<file path="src/rtl/rom_scanner.sv">
// Address sequencer sweeping START_ADDR..END_ADDR of a combinational ROM, with a valid/ready word output.
// Optional build macro ROM_SCAN_HALT_ON_ERR_EN: an illegal capture parks the scanner in ERROR until rst.
module rom_scanner #(
  parameter int          ADDR_W     = 32,
  parameter int          DATA_W     = 8,
  parameter int unsigned START_ADDR = 0,
  parameter int unsigned END_ADDR   = 255,
  parameter int unsigned STEP       = 1,
  parameter int unsigned DIV        = 1
) (
  input  logic              clk,
  input  logic              rst,
  input  logic              i_enable,
  input  logic              i_mode,
  input  logic              i_start,
  output logic [ADDR_W-1:0] o_addr,
  input  logic [DATA_W-1:0] i_rom_data,
  input  logic              i_rom_illegal,
  output logic [DATA_W-1:0] o_data,
  output logic              o_valid,
  input  logic              i_ready,
  output logic              o_busy,
  output logic              o_done,
  output logic              o_error,
  output logic [2:0]        o_state
);

  localparam logic [2:0] IDLE  = 3'd0;
  localparam logic [2:0] FETCH = 3'd1;
  localparam logic [2:0] HOLD  = 3'd2;
  localparam logic [2:0] DONE  = 3'd3;
  localparam logic [2:0] ERROR = 3'd4;

  localparam int               CNT_W    = (DIV > 1) ? $clog2(DIV) : 1;
  localparam logic [CNT_W-1:0] CNT_LAST = CNT_W'(DIV - 1);

  // Output handshake: o_data is transferred on a clk edge where o_valid && i_ready;
  // once raised, o_valid and o_data hold unchanged until that transfer (or rst).

  logic [2:0]       state;
  logic [CNT_W-1:0] cnt;
  logic [ADDR_W:0]  next_addr;
  logic             past_end;

  // One extra bit so a step past the top of the address space is still seen as "past END_ADDR".
  assign next_addr = {1'b0, o_addr} + (ADDR_W+1)'(STEP);
  assign past_end  = next_addr > (ADDR_W+1)'(END_ADDR);

  assign o_busy  = (state == FETCH) || (state == HOLD);
  assign o_done  = (state == DONE);
  assign o_state = state;

  always_ff @(posedge clk) begin
    if (rst) begin
      state   <= IDLE;
      cnt     <= '0;
      o_addr  <= ADDR_W'(START_ADDR);
      o_data  <= '0;
      o_valid <= 1'b0;
      o_error <= 1'b0;
    end else begin
      case (state)
        IDLE: begin
          cnt <= '0;
          if (i_start) o_error <= 1'b0;
          if (i_enable && !i_mode) begin
            state <= FETCH;
          end else if (i_enable && i_mode && i_start) begin
            state  <= FETCH;
            o_addr <= ADDR_W'(START_ADDR);
          end
        end
        FETCH: begin
          if (!i_enable) begin
            // o_addr is kept so a later enable resumes at the same word.
            state <= IDLE;
            cnt   <= '0;
          end else if (cnt == CNT_LAST) begin
            cnt <= '0;
`ifdef ROM_SCAN_HALT_ON_ERR_EN
            if (i_rom_illegal) begin
              state   <= ERROR;
              o_error <= 1'b1;
            end else begin
              o_data  <= i_rom_data;
              o_valid <= 1'b1;
              state   <= HOLD;
            end
`else
            o_data  <= i_rom_data;
            o_valid <= 1'b1;
            state   <= HOLD;
            if (i_rom_illegal) o_error <= 1'b1;
`endif
          end else begin
            cnt <= cnt + 1'b1;
          end
        end
        HOLD: begin
          if (o_valid && i_ready) begin
            o_valid <= 1'b0;
            if (past_end && i_mode) begin
              state <= DONE;
            end else begin
              o_addr <= past_end ? ADDR_W'(START_ADDR) : next_addr[ADDR_W-1:0];
              state  <= i_enable ? FETCH : IDLE;
            end
          end
        end
        DONE: begin
          if (i_start && i_enable) begin
            state   <= FETCH;
            o_addr  <= ADDR_W'(START_ADDR);
            o_error <= 1'b0;
          end else if (!i_mode) begin
            state <= IDLE;
          end
        end
        ERROR: state <= ERROR;
        default: state <= IDLE;
      endcase
    end
  end

endmodule

</file>
<file path="config.mk">
export PLATFORM = sky130hd
export DESIGN_NAME = rom_scanner
export DESIGN_NICKNAME = d
export VERILOG_FILES = /design/src/rtl/rom_scanner.sv
export SDC_FILE = /design/constraint.sdc
export NUM_CORES = 1
export LEC_CHECK = 0
export ABC_CLOCK_PERIOD_IN_PS = 4300
export CORE_MARGIN = 2
export CORE_UTILIZATION = 45
export CTS_BUF_LIST = sky130_fd_sc_hd__clkbuf_8
export DETAILED_ROUTE_END_ITERATION = 10
export PLACE_DENSITY = 0.84
export SLEW_MARGIN = 20
export SYNTH_ARGS = -nofsm -noshare
export SYNTH_HDL_FRONTEND = slang
export SYNTH_SLANG_ARGS = --single-unit
</file>
<file path="constraint.sdc">
create_clock -name clk -period 4.3 [get_ports clk]
set_input_delay 1.29 -clock clk [delete_from_list [all_inputs] [get_ports clk]]
set_output_delay 1.29 -clock clk [all_outputs]
set_load 0.02 [all_outputs]
</file>
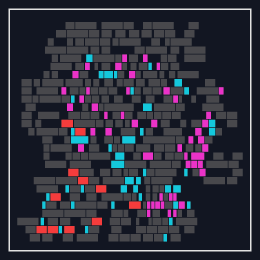
Run 1: gate-type map
Drawn at 3 px/µm.
[cyan] NOR gates | cells: 41
[magenta] NAND gates | cells: 48
[red] multiplexers | cells: 11

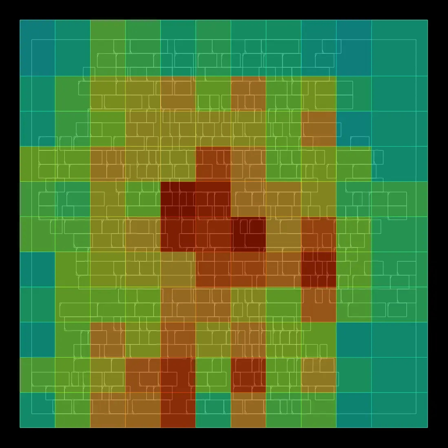
Run 1: track usage over the die
M1 GR Usage: 29.1%
Util after Layout: 60.6%
routed len/inst: 16.0 µm
met2 usage: 33.7%
met3 usage: 4.52%

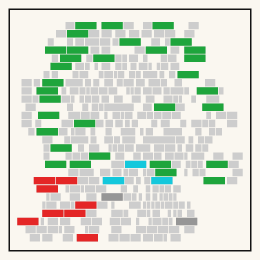
Run 1: register map, names as in the netlist
Drawn at 3 px/µm. Other sequential cells in the stronger grey, the rest of the logic in the fainter grey.
[red] `o_data` | sequential cells: 8 | where: bottom left
[green] `o_addr` | sequential cells: 32
[cyan] `o_state` | sequential cells: 3
not coloured: 2

==> flow_summary.toml, run 1 <==
# physical design summary
[synthesis]
async_reset_ff_share_pct = 0
top_cells_by_area = "dfxtp_1, and2_1, and4_1"
ys_ff = 45
synthesis.area_um2 = 2600
synth_warnings = 0
fp_nets = 310
yosysUniqueCellTypes = 61
ys_cells = 293
syn_inst = 293
synth_chip_area_um2 = 2600
top_area_cell = "dfxtp_1"
top_cells_by_count = "dfxtp_1, nor2_1, and2_1, nand4_1, nand2_1"

[cells_and_area]
finalNetCount = 368
drive_above_1_share_pct = 9.97
post-route-cell-area_um2 = 3360
diodes = 0

[final_timing]
final-hold-violation-count = 0
rsz0062_at_grt = "no"
min_period_ns = 3.17
period_used_pct = 73.7
finalSetupViolCount = 0
slew_violations = 0
holdWs_ns = 0.505

[worst_hold_path]
hold_path_class = "flop to flop"

[grt]
grt_pass1_wl_um = 11000
grt_usage_pct = 21.6
grt-ovfl-total = 0
grt_max_degree = 28
antenna_found_initial = 0

[worst_setup_path]
critical_path_buf_inv_count = 1
endpoint_kind = "output port"
cpMaxStageDelayCell = "dfxtp_1"
worstPathMaxFanout = 18
crit_path_cell_trace = "xnor2_1 -> nor2_1 -> clkdlybuf4s50_1"
arrival_ns = 1.88

[floorplanning]
fp-row-count = 27
ioPinCount = 62
die_area_um2 = 6400
coreArea_um2 = 5540
fp_util_pct = 46.9
fp.dieW_um = 80.0

[placement]
hpwl_um = 4950
place_area_um2 = 3260

[route]
drtIter0Drc = 278
wirelength_um = 6760
drt_pass1_iterations = 4
route.vias.total = 2545
drcViolationCount = 0
routed_via_density = 6.02
antenna_left = 0

[run]
maxCapViolCount = 0
warning_count = 27

[clocking]
cts_tree = "done"
hold_buffers = 0
post_cts_resized = 0
cts_root_buf = "clkbuf_8"
cts-htree-levels = 2
cts_sinks = 45
cts_buffers = 5
cts_buffer_depth = 2
clkTransAtPathRegs_ns = 0.08

[status]
status = "finished clean"

[power]
power_leakage_nw = 1.23
-- run 1: stage by stage --
step                power [mW]  std cells  worst slack (ns)
finish                   0.873        423              1.13
global route             0.909        423             0.932
CTS                      0.880        423              1.13
detailed placement       0.575        416             0.917
global placement         0.571        416             0.995
floorplan                0.525        293              1.56
-- run 1: path summary, 6_finish.rpt --
path / endpoint / slack, ns / start / depth (start not counted)
max: o_busy / 1.13 / o_state[1] / 3
min: o_data[4] / 0.50 / o_data[4] / 2
max reg2reg: o_addr[9] / 1.15 / o_addr[1] / 8
min reg2reg: o_data[4] / 0.50 / o_data[4] / 2
-- run 1: worst register-to-register path: stages, from the launching register on --
cell and delay (ns):
dfxtp_1 0.47, ha_1 0.26, nand3_1 0.27, nor3_4 0.45
a41oi_2 0.25, a2111oi_4 0.47, nand3_2 0.22, o31a_4 0.43
and2_2 0.24
-- run 1: report_power, final --
group          switching, mW  internal (mW)
logic                 0.0650         0.0608
registers             0.0131          0.426
clock network          0.139          0.169
total                  0.218          0.656
-- run 1: registers in the layout, summed over array words and instances, names as in the netlist --
name,cells
o_state,3
o_addr,32
o_valid,1
o_error,1
o_data,8
-- run 1: cell usage in the layout, fill, tap and decap left out, drive strengths merged, types with 7 or more instances in the layout --
cell           instances
and4                  12
nand4                 17
and3                   9
dfxtp                 45
nand2                 15
mux2i                  9
a21oi                 10
nand3                 15
xnor2                  7
and2                  31
clkdlybuf4s50         61
nor2                  22
-- run 1: final cells by class --
type | instances | area [µm²]
fillers | 498 | 2180
multi-input cells | 232 | 1630
flip-flops and latches | 45 | 901
repair buffers | 62 | 618
well taps | 72 | 90.1
clock buffers | 5 | 68.8
clock inverters | 2 | 35.0
inverters | 5 | 18.8
-- run 1: metal layers --
metal / vias to the layer above / wire (µm) / track usage (%)
li1: 1229 / - / -
met3: 14 / 409 / 4.52
met4: 0 / 131 / 8.81
met5: - / 0 / 0
met1: 1212 / 2960 / 29.1
met2: 90 / 3250 / 33.7
-- run 1: cell families (layout without fill, tap and decap cells) --
family | Yosys count | count (layout) | synth area share [%]
compound gates | 62 | 62 | 19.3
simple gates | 148 | 148 | 34.8
buf+inv | 16 | 74 | 2.98
xor+xnor | 9 | 9 | 3.03
mux | 11 | 11 | 4.33
fa+ha+maj | 2 | 2 | 0.962
flops | 45 | 45 | 34.6
Run 1, ports around the boundary:
Drawn at 6 px/µm. Pins as bars across the die edge, other pins in grey.
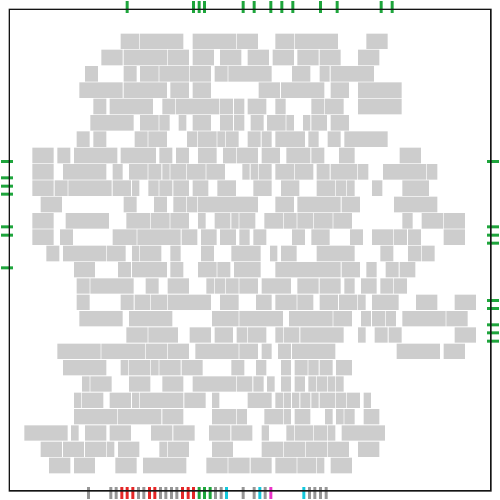

==> run 2, diff against run 1 <==
--- a/config.mk
+++ b/config.mk
@@ -5,7 +5,7 @@
 export SDC_FILE = /design/constraint.sdc
 export NUM_CORES = 1
 export LEC_CHECK = 0
-export ABC_CLOCK_PERIOD_IN_PS = 4300
+export ABC_CLOCK_PERIOD_IN_PS = 3100
 export CORE_MARGIN = 2
 export CORE_UTILIZATION = 45
 export CTS_BUF_LIST = sky130_fd_sc_hd__clkbuf_8
==> constraint.sdc (replaced) <==
create_clock -name clk -period 3.1 [get_ports clk]
set_input_delay 0.93 -clock clk [delete_from_list [all_inputs] [get_ports clk]]
set_output_delay 0.93 -clock clk [all_outputs]
set_load 0.02 [all_outputs]
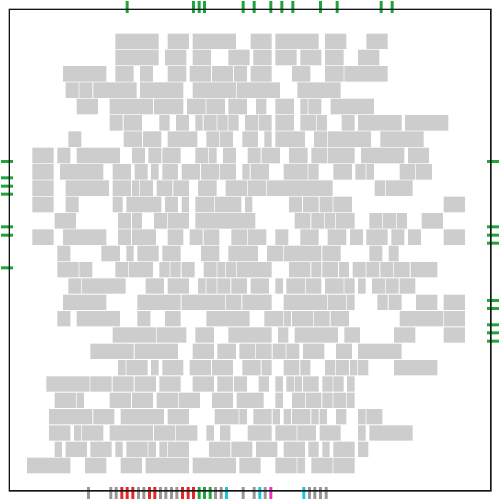
Run 2: ports around the boundary
Drawn at 6 px/µm. Pins as bars across the die edge, other pins in grey.
[cyan] `o_state` | pins: 3 | direction: output | edge: bottom
[magenta] `i_mode` | pins: 1 | direction: input | edge: bottom
[green] `o_addr` | pins: 32 | direction: output | edge: 13 top, 9 right, 7 left, 3 bottom
[red] `o_data` | pins: 8 | direction: output | edge: bottom

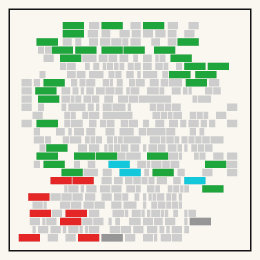
Run 2: register map, names as in the netlist
Drawn at 3 px/µm. Other sequential cells in the stronger grey, the rest of the logic in the fainter grey.
[green] `o_addr` | sequential cells: 32
[red] `o_data` | sequential cells: 8 | where: bottom left
[cyan] `o_state` | sequential cells: 3

==> run 2 against run 1 <==
Highest routed layer unchanged. Final cell count is 1.9% higher. Clock-buffer cell count is 1 higher. Register-to-register slack worse by 0.84 ns. Via count is 1.8% higher. Die size stayed put. Sequential power is 39% higher. Clock skew is 0.0012 ns lower. Area after synthesis stayed put. Critical path type unchanged. Synthesized cell count stayed put. Worst hold slack worse by 0.00089 ns. Largest power group unchanged. Flip-flop count stayed put.
==> flow_summary.toml, run 2 <==
# physical design summary
[status]
status = "finished clean"

[cells_and_area]
fillers = 503
area.sequential_um2 = 901
layout_top_cells = "clkdlybuf4s50_1, dfxtp_1, nor2_1"
finalNetCount = 375
largest_register = "o_addr"
diodes = 0
utilization_pct = 62.0
comb_area_um2 = 1630
lay_top_count = "clkdlybuf4s50_1"
largest_register_ffs = 32
fin_cells = 431
drive_above_1_share_pct = 12.3

[floorplanning]
die_area_um2 = 6400
fp.dieW_um = 80.0
coreArea_um2 = 5540
fp_util_pct = 46.9
fp-row-count = 27
ioPinCount = 62

[synthesis]
syn_inst = 293
async_reset_ff_share_pct = 0
fp_nets = 310
yosysUniqueCellTypes = 61
top_cells_by_count = "dfxtp_1, nor2_1, and2_1, nand4_1, nand2_1"
ys_seq_share_pct = 34.6
top_area_cell = "dfxtp_1"
synth_warnings = 0
ys_cells = 293
synth_chip_area_um2 = 2600
top_cells_by_area = "dfxtp_1, and2_1, and4_1"
synthesis.area_um2 = 2600
ys_ff = 45

[clocking]
cts-htree-levels = 2
cts_buffer_depth = 2
clkTransAtPathRegs_ns = 0.08
cts_tree = "done"
cts_root_buf = "clkbuf_8"
cts_sinks = 45
hold_buffers = 0
cts_buffers = 5

[route]
wl_met3_um = 457
drtIter0Drc = 266
met2WireLength_um = 3130
highest_layer = "met4"
wl_met1_um = 3080
routed_via_density = 6.01
avgRoutedWirePerCell_um = 15.7
drt_pass1_iterations = 5
wirelength_um = 6770
route.vias.total = 2590
antenna_left = 0
drcViolationCount = 0

[worst_setup_path]
worstPathMaxFanout = 18
crit_path_start = "o_state[1]"
critPathLaunchType = "flop"
r2r-start = "o_addr[0]"
required_ns = 2.17
arrival_ns = 1.88
endpoint_kind = "output port"

[placement]
hpwl_um = 5000
placedCellCount = 423
port_buffers = 61

[grt]
grt_usage_pct = 21.7
grt_max_degree = 28
grt-ovfl-total = 0
antenna_found_initial = 0

[power]
totalPowerFinal_mw = 1.25
power_leakage_nw = 1.27
vdd_drop_max_mv = 0.232

[run]
maxCapViolCount = 0
warning_count = 27

[final_timing]
period_used_pct = 90.7
min_period_ns = 2.81
slew_violations = 0
final-hold-violation-count = 0
rsz0062_at_grt = "no"

[worst_hold_path]
hold_path_class = "flop to flop"
holdCritStartpoint = "o_data[4]"
==> run 2: cell counts after synthesis <==
No cell type changed its count.
==> run 2: worst paths after layout <==
kind,cells past startpoint,slack (ns),endpoint
max,3,0.29,o_busy
min,2,0.50,o_data[4]
max reg2reg,8,0.31,o_addr[3]
min reg2reg,2,0.50,o_data[4]
==> run 2: stage by stage <==
stage / area [µm²] / worst slack [ns] / hold slack, ns
final: 3430 / 0.289 / 0.504
after global routing: 3430 / 0.0942 / 0.542
after CTS: 3430 / 0.283 / 0.507
after detailed placement: 3310 / 0.0980 / 0.484
after global placement: 3310 / 0.173 / 0.473
after floorplan: 2600 / 0.357 / 0.584
==> run 2: layout make-up <==
class | count | share of cell area (%)
multi-input combinational | 232 | 47.6
sequential | 45 | 26.2
timing repair buffer | 69 | 19.5
inverter | 5 | 0.547
tap | 72 | 2.62
clock buffer | 6 | 2.41
clock inverter | 2 | 1.09
==> run 2: cells by family after synthesis <==
logic type / synth area share (%)
and+or+nand+nor: 34.8
AOI/OAI and AO/OA: 19.3
DFF: 34.6
xor gates and xnor gates: 3.03
buffers and inverters: 2.98
adders and majority gates: 0.962
muxes: 4.33
==> run 2: routing by layer <==
layer,global-route usage [%],vias up
met1,31.3,1213
met2,32.2,116
li1,-,1250
met5,0,-
met4,7.63,0
met3,4.07,11
==> run 2: repair_timing <==
action	in CTS	in global routing
resized	0	1
hold endpoints to repair	0	0
setup endpoints to repair	0	2
==> run 2: where the power goes <==
group	total [mW]	switching, mW	internal (mW)
sequential	0.609	0.0181	0.591
clock	0.459	0.197	0.262
combinational	0.177	0.0910	0.0861
total	1.25	0.306	0.939
==> run 2: critical path, cell delays in order, from the launching register on <==
cell and delay (ns):
dfxtp_1 0.70, xnor2_1 0.17, nor2_1 0.11, clkdlybuf4s50_1 0.61
Run 2, gate-type map:
Drawn at 3 px/µm.
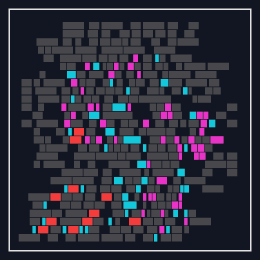

==> run 3, diff against run 2 <==
--- a/config.mk
+++ b/config.mk
@@ -11,6 +11,7 @@
 export CTS_BUF_LIST = sky130_fd_sc_hd__clkbuf_8
 export DETAILED_ROUTE_END_ITERATION = 10
 export PLACE_DENSITY = 0.84
+export RECOVER_POWER = 25
 export SLEW_MARGIN = 20
 export SYNTH_ARGS = -nofsm -noshare
 export SYNTH_HDL_FRONTEND = slang
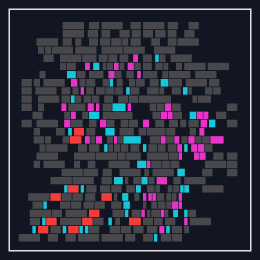
Run 3: gate-type map
Drawn at 3 px/µm.
[magenta] NAND gates | cells: 48
[red] multiplexers | cells: 11 | where: bottom left
[cyan] NOR gates | cells: 41

==> run 3 against run 2 <==
Clock-buffer cell count is the same. Global-route usage is the same. Highest routed layer unchanged. Area after synthesis did not move. Critical path depth unchanged. Non-clock buffer count did not move. Combinational power fell by 5%. Flip-flop count unchanged. Critical path type unchanged.
==> flow_summary.toml, run 3 <==
# physical design summary
[status]
status = "finished clean"

[floorplanning]
fp_util_pct = 46.9
ioPinCount = 62
coreArea_um2 = 5540
die_area_um2 = 6400
fp.dieW_um = 80.0

[synthesis]
ys_cells = 293
top_cells_by_count = "dfxtp_1, nor2_1, and2_1, nand4_1, nand2_1"
yosysUniqueCellTypes = 61
ys_ff = 45

[clocking]
cts_tree = "done"
clkTransAtPathRegs_ns = 0.08
cts_buffers = 5
hold_buffers = 0

[cells_and_area]
finalNetCount = 375
utilization_pct = 61.7
drive_above_1_share_pct = 11.4
diodes = 0
layout_top_cells = "clkdlybuf4s50_1, dfxtp_1, nor2_1"
largest_register = "o_addr"
lay_top_count = "clkdlybuf4s50_1"
fillers = 506

[final_timing]
final-hold-violation-count = 0
min_period_ns = 2.81
rsz0062_at_grt = "no"
finalSetupViolCount = 0

[grt]
antenna_found_initial = 0
grt-ovfl-total = 0

[worst_setup_path]
critical_path_buf_inv_count = 1
critPathLaunchType = "flop"
endpoint_kind = "output port"
required_ns = 2.17
crit_path_cell_trace = "xnor2_1 -> nor2_1 -> clkdlybuf4s50_1"
worstPathMaxFanout = 18

[placement]
placedCellCount = 423
port_buffers = 61

[power]
power_leakage_nw = 1.30

[route]
drt_pass1_iterations = 5
antenna_left = 0
route.vias.total = 2589
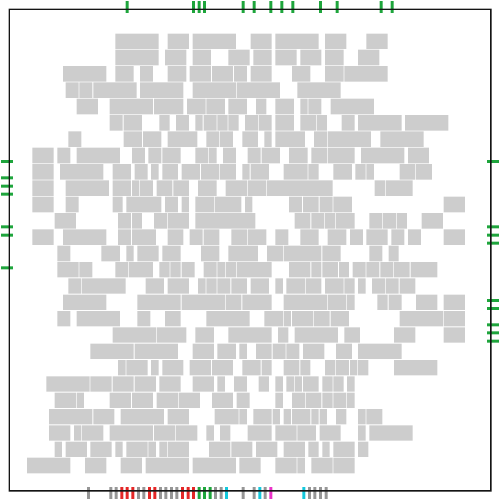
Run 3: ports around the boundary
Drawn at 6 px/µm. Pins as bars across the die edge, other pins in grey.
[red] `o_data` | pins: 8 | direction: output | edge: bottom
[cyan] `o_state` | pins: 3 | direction: output | edge: bottom
[magenta] `i_mode` | pins: 1 | direction: input | edge: bottom
[green] `o_addr` | pins: 32 | direction: output | edge: 13 top, 9 right, 7 left, 3 bottom

-- run 3: repair_timing --
item | in CTS | in global routing
endpoints found under the setup margin | 0 | 2
gates resized | 0 | 1
setup buffers | 0 | 0
-- run 3: path summary, 6_finish.rpt --
| path | start | endpoint | slack, ns | depth (start not counted) |
|---|---|---|---|---|
| setup / recovery | o_state[1] | o_busy | 0.29 | 3 |
| hold / removal | o_data[4] | o_data[4] | 0.50 | 2 |
| setup reg to reg | o_addr[0] | o_addr[3] | 0.32 | 8 |
| hold reg to reg | o_data[4] | o_data[4] | 0.50 | 2 |
-- run 3: cells by family after synthesis --
kind of cell / count (synthesis) / synth area share (%)
buffers and inverters: 16 / 2.98
muxes: 11 / 4.33
DFF: 45 / 34.6
xor gates and xnor gates: 9 / 3.03
and+or+nand+nor: 148 / 34.8
AOI/OAI and AO/OA: 62 / 19.3
adders and majority gates: 2 / 0.962
-- run 3: power breakdown --
| group | internal (mW) | switching (mW) |
|---|---|---|
| combinational | 0.0794 | 0.0900 |
| sequential | 0.591 | 0.0181 |
| clock | 0.262 | 0.197 |
| total | 0.933 | 0.305 |
-- run 3: per-stage QoR --
step | hold WS, ns | setup slack, ns
global route | 0.540 | 0.0942
finish | 0.498 | 0.290
CTS | 0.507 | 0.283
floorplan | 0.584 | 0.357
global placement | 0.473 | 0.173
detailed placement | 0.484 | 0.0980
-- run 3: area by class of cell --
| cell class | count | share of cell area (%) |
|---|---|---|
| multi-input combinational | 232 | 47.6 |
| sequential | 45 | 26.3 |
| timing repair buffer | 69 | 19.4 |
| tap | 72 | 2.63 |
| clock buffer | 6 | 2.41 |
| clock inverter | 2 | 1.10 |
| inverter | 5 | 0.549 |
-- run 3: metal layers --
layer	track usage, %	up-vias	wire length (µm)
met5	0	-	0
met4	7.63	0	104
met3	4.07	12	493
met2	32.2	131	3100
met1	31.3	1197	3030
li1	-	1249	-
-- run 3: worst min-delay path, cell delays in order, from the launching register on --
cell and delay (ns):
dfxtp_1 0.33, mux2i_1 0.06, nor2_1 0.08
Power figures rest on the tool's default switching activity, not on a simulated workload.
